`src/rtl/button_pkg.sv`:
```
// Shared types and constants for the push-button conditioner.
package button_pkg;

  // Per-channel one-shot pulse FSM states.
  typedef enum logic [1:0] {
    IDLE  = 2'd0,
    PULSE = 2'd1,
    GAP   = 2'd2
  } pulse_state_t;

  // Edge-mode encodings for the EDGE_MODE parameter.
  localparam int unsigned EDGE_RISE = 0;
  localparam int unsigned EDGE_FALL = 1;
  localparam int unsigned EDGE_BOTH = 2;

  // Pulse counter width; PULSE_CYCLES is limited to 1..255.
  localparam int unsigned PULSE_CNT_W = 8;

  // Debounce counter width: max(1, clog2(n)).
  function automatic int unsigned cnt_width(input int unsigned n);
    return (n > 1) ? $clog2(n) : 1;
  endfunction

endpackage

```
`src/rtl/button_channel.sv`:
```
// One button channel: synchroniser, debouncer, edge qualifier, one-shot FSM and
// sticky dropped-event flag.
module button_channel
  import button_pkg::*;
#(
  parameter int unsigned SYNC_STAGES     = 2,
  parameter int unsigned DEBOUNCE_CYCLES = 10000,
  parameter int unsigned PULSE_CYCLES    = 4,
  parameter int unsigned EDGE_MODE       = EDGE_RISE
) (
  input  logic clk_i,
  input  logic rst_n_i,
  input  logic button_i,
  input  logic clr_i,
  output logic level_o,
  output logic pulse_o,
  output logic missed_o
);

  localparam int unsigned CntW = cnt_width(DEBOUNCE_CYCLES);
  localparam logic [CntW-1:0] DbLast = CntW'(DEBOUNCE_CYCLES - 1);
  localparam logic [PULSE_CNT_W-1:0] PulseLast = PULSE_CNT_W'(PULSE_CYCLES - 1);
  localparam bit RiseEn = (EDGE_MODE == EDGE_RISE) || (EDGE_MODE == EDGE_BOTH);
  localparam bit FallEn = (EDGE_MODE == EDGE_FALL) || (EDGE_MODE == EDGE_BOTH);

  logic [SYNC_STAGES-1:0] sync_q;
  logic                   sync;

  logic            level_q, level_d;
  logic [CntW-1:0] db_cnt_q, db_cnt_d;
  logic            accept;
  logic            qual_edge;

  pulse_state_t           state_q, state_d;
  logic [PULSE_CNT_W-1:0] pcnt_q, pcnt_d;
  logic                   pulse_q, pulse_d;
  logic                   missed_q, missed_d;
  logic                   drop;

  assign sync = sync_q[SYNC_STAGES-1];

  // Synchroniser chain; bit 0 takes the raw asynchronous input.
  always_ff @(posedge clk_i) begin
    if (!rst_n_i) begin
      sync_q <= '0;
    end else begin
      sync_q <= {sync_q[SYNC_STAGES-2:0], button_i};
    end
  end

  // Debounce next state: accept a new level only after a full stable run.
  always_comb begin
    level_d  = level_q;
    db_cnt_d = db_cnt_q;
    accept   = 1'b0;
    if (sync == level_q) begin
      db_cnt_d = '0;
    end else if (db_cnt_q == DbLast) begin
      accept   = 1'b1;
      level_d  = sync;
      db_cnt_d = '0;
    end else begin
      db_cnt_d = db_cnt_q + 1'b1;
    end
  end

  // Edge qualifier: the accepted new level is the post-transition value.
  always_comb begin
    qual_edge = accept && ((sync && RiseEn) || (!sync && FallEn));
  end

  // Debounce state registers.
  always_ff @(posedge clk_i) begin
    if (!rst_n_i) begin
      level_q  <= 1'b0;
      db_cnt_q <= '0;
    end else begin
      level_q  <= level_d;
      db_cnt_q <= db_cnt_d;
    end
  end

  // Pulse FSM next state; edges arriving outside IDLE are dropped, not queued.
  always_comb begin
    state_d = state_q;
    pcnt_d  = pcnt_q;
    drop    = 1'b0;
    case (state_q)
      IDLE: begin
        if (qual_edge) begin
          state_d = PULSE;
          pcnt_d  = PulseLast;
        end
      end
      PULSE: begin
        drop = qual_edge;
        if (pcnt_q == '0) begin
          state_d = GAP;
        end else begin
          pcnt_d = pcnt_q - 1'b1;
        end
      end
      GAP: begin
        drop    = qual_edge;
        state_d = IDLE;
      end
      default: begin
        state_d = IDLE;
      end
    endcase
  end

  // Registered outputs: pulse tracks the next FSM state, a new drop beats clear.
  always_comb begin
    pulse_d = (state_d == PULSE);
    if (drop) begin
      missed_d = 1'b1;
    end else if (clr_i) begin
      missed_d = 1'b0;
    end else begin
      missed_d = missed_q;
    end
  end

  // Pulse FSM and flag registers.
  always_ff @(posedge clk_i) begin
    if (!rst_n_i) begin
      state_q  <= IDLE;
      pcnt_q   <= '0;
      pulse_q  <= 1'b0;
      missed_q <= 1'b0;
    end else begin
      state_q  <= state_d;
      pcnt_q   <= pcnt_d;
      pulse_q  <= pulse_d;
      missed_q <= missed_d;
    end
  end

  assign level_o  = level_q;
  assign pulse_o  = pulse_q;
  assign missed_o = missed_q;

endmodule

```
`src/rtl/button_conditioner.sv`:
```
// Multi-channel push-button front end: N_CH independent conditioned channels.
module button_conditioner
  import button_pkg::*;
#(
  parameter int unsigned N_CH            = 4,
  parameter int unsigned SYNC_STAGES     = 2,
  parameter int unsigned DEBOUNCE_CYCLES = 10000,
  parameter int unsigned PULSE_CYCLES    = 4,
  parameter int unsigned EDGE_MODE       = EDGE_RISE
) (
  input  logic            clk_i,
  input  logic            rst_n_i,
  input  logic [N_CH-1:0] button_i,
  input  logic            clr_i,
  output logic [N_CH-1:0] level_o,
  output logic [N_CH-1:0] pulse_o,
  output logic [N_CH-1:0] missed_o
);

  // One channel per button; clr_i fans out to every channel.
  for (genvar i = 0; i < N_CH; i++) begin : g_ch
    button_channel #(
      .SYNC_STAGES     (SYNC_STAGES),
      .DEBOUNCE_CYCLES (DEBOUNCE_CYCLES),
      .PULSE_CYCLES    (PULSE_CYCLES),
      .EDGE_MODE       (EDGE_MODE)
    ) u_channel (
      .clk_i    (clk_i),
      .rst_n_i  (rst_n_i),
      .button_i (button_i[i]),
      .clr_i    (clr_i),
      .level_o  (level_o[i]),
      .pulse_o  (pulse_o[i]),
      .missed_o (missed_o[i])
    );
  end

endmodule

```
`config.mk`:
```
export PLATFORM = sky130hd
export DESIGN_NAME = button_conditioner
export DESIGN_NICKNAME = d
export VERILOG_FILES = /design/src/rtl/button_pkg.sv /design/src/rtl/button_channel.sv /design/src/rtl/button_conditioner.sv
export SDC_FILE = /design/constraint.sdc
export NUM_CORES = 1
export LEC_CHECK = 0
export CAP_MARGIN = 40
export CORE_ASPECT_RATIO = 0.6
export CORE_MARGIN = 2
export CORE_UTILIZATION = 50
export CTS_CLUSTER_SIZE = 28
export DETAILED_ROUTE_END_ITERATION = 16
export HOLD_SLACK_MARGIN = 0.15
export PLACE_DENSITY_LB_ADDON = 0.3
export SYNTH_ARGS = -nofsm -noshare
export SYNTH_HDL_FRONTEND = slang
export SYNTH_SLANG_ARGS = --single-unit
```
`constraint.sdc`:
```
create_clock -name clk_i -period 3 [get_ports clk_i]
set_clock_uncertainty 0.1 [all_clocks]
set_input_delay 0.6 -clock clk_i [delete_from_list [all_inputs] [get_ports clk_i]]
set_output_delay 0.6 -clock clk_i [all_outputs]
set_load 0.005 [all_outputs]
```
==> notes.md <==
flow finished, numbers: hold path depth 1, total wire length 11100 µm, Layout Cells excl Fill 806, #FFs+latches synth 116, status complete, no violations, Floorplan Utilization 51.5%, Crit Path Category flip-flop to flip-flop, Cell area leaders dfxtp_1 42%, nor2_1 6.3%, xor2_1 4.0%, ha_1 3.7%, xnor2_1 3.5%, PD cells 575 nW/µm², Synth Cell Area 5480 µm², number of enable flip-flop cells 0, die area 11800 µm², max FFs per register 56, remaining antenna violation count 0, H-Tree Depth 4, Synth top cells by count 116 x dfxtp_1, 92 x nor2_1, 43 x nand2_1, Clock Power 2.03 mW, Setup crit end g_ch[3].u_channel.pcnt_q[7], maximum VDD drop 0.395 mV, Max power group the clock network, post-synth area from yosys stat 5480 µm², Final TNS setup 0 ns, clk slew on worst S/H paths 0.05 ns, Post-Syn Nets 667, Top Layer Used met4, DR WL met2 4780 µm, register share of total power 42.7%, Pre-Repair DR Iteration Count 5, worst min path class flip-flop to flip-flop, count of clock tree sinks 116, Setup crit start kind flip-flop, Slew Limit Fails 0, Dominant cell area share 42.4%, area fraction in mux cells 0.548%, Final nets 677, Syn Inst Count 644, Final Cycle Share 78.9%, CTS Buf Count 17, cells in synth_stat.txt 644, Comb. pwr 0.0482 mW, Post-DP Area 5710 µm², clock share of power 56.0%, Top cell excl fill/tap dfxtp_1, asr flop ratio synth 0%, number of logged tool warnings 30, WL met1 5580 µm, vias in the first global route 4159, CTS Buffer Depth 2, global-route wire length before repair 19200 µm, most used flip-flop cell dfxtp_1, Max-slew headroom 54.9%, Hold Violations, Final 0, busiest grt layer met2, GR Util All Layers 19.8%, Yosys cell types 65, Fmax 0.422 GHz, Die Span Y 85.1 µm, met3 track demand over resource 4.91%, antenna violations before repair 0, clk root buf clkbuf_16, largest net degree at the start of global routing 43, Net Sw Frac 19.7%, top logic cell family in the synthesized netlist simple AND/OR/NAND/NOR gates, fin crit period 2.37 ns, grt ovf 0, number of hold buffers added after CTS 0, Critical Path AT 2.61 ns, Worst Hold Endpoint g_ch[1].u_channel.sync_q[1], 1st-iter DRT viols 316
==> worst max-delay path, stage by stage (launching register included) <==
cell and delay [ns]:
dfxtp_1 0.34, inv_1 0.07, ha_1 0.20, or3b_2 0.47, nor3b_1 0.58, a211o_1 0.29, a22oi_1 0.10, a21oi_1 0.14
==> cell type report <==
| class | instances | area (µm²) | share of cell area (%) |
|---|---|---|---|
| Inverter | 30 | 113 | 1.78 |
| Clock buffer | 24 | 512 | 8.09 |
| Timing Repair Buffer | 22 | 223 | 3.52 |
| Sequential cell | 116 | 2320 | 36.7 |
| Multi-Input combinational cell | 467 | 2880 | 45.6 |
| Clock inverter | 8 | 96.3 | 1.52 |
| Tap cell | 139 | 174 | 2.75 |
**I/O pins on the die edge**

(4 px per µm) Pins as bars across the die edge, other pins in grey.
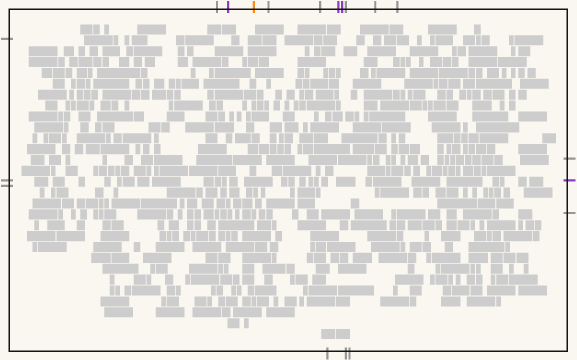
Key: `rst_n_i` = orange [pins 1, direction input, edge north]; `missed_o` = purple [pins 4, direction output, edge 3 north, 1 east]
All pins by edge: 10 north, 3 west, 3 south, 3 east.

**Cell outlines without signal wires**

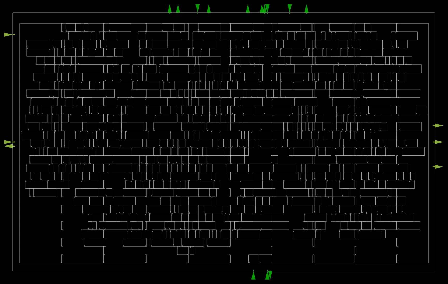
row count: 29
Final Util: 59.5%
core footprint: 10600 µm²

No activity file was given, so power comes from the tool's default toggle rates.
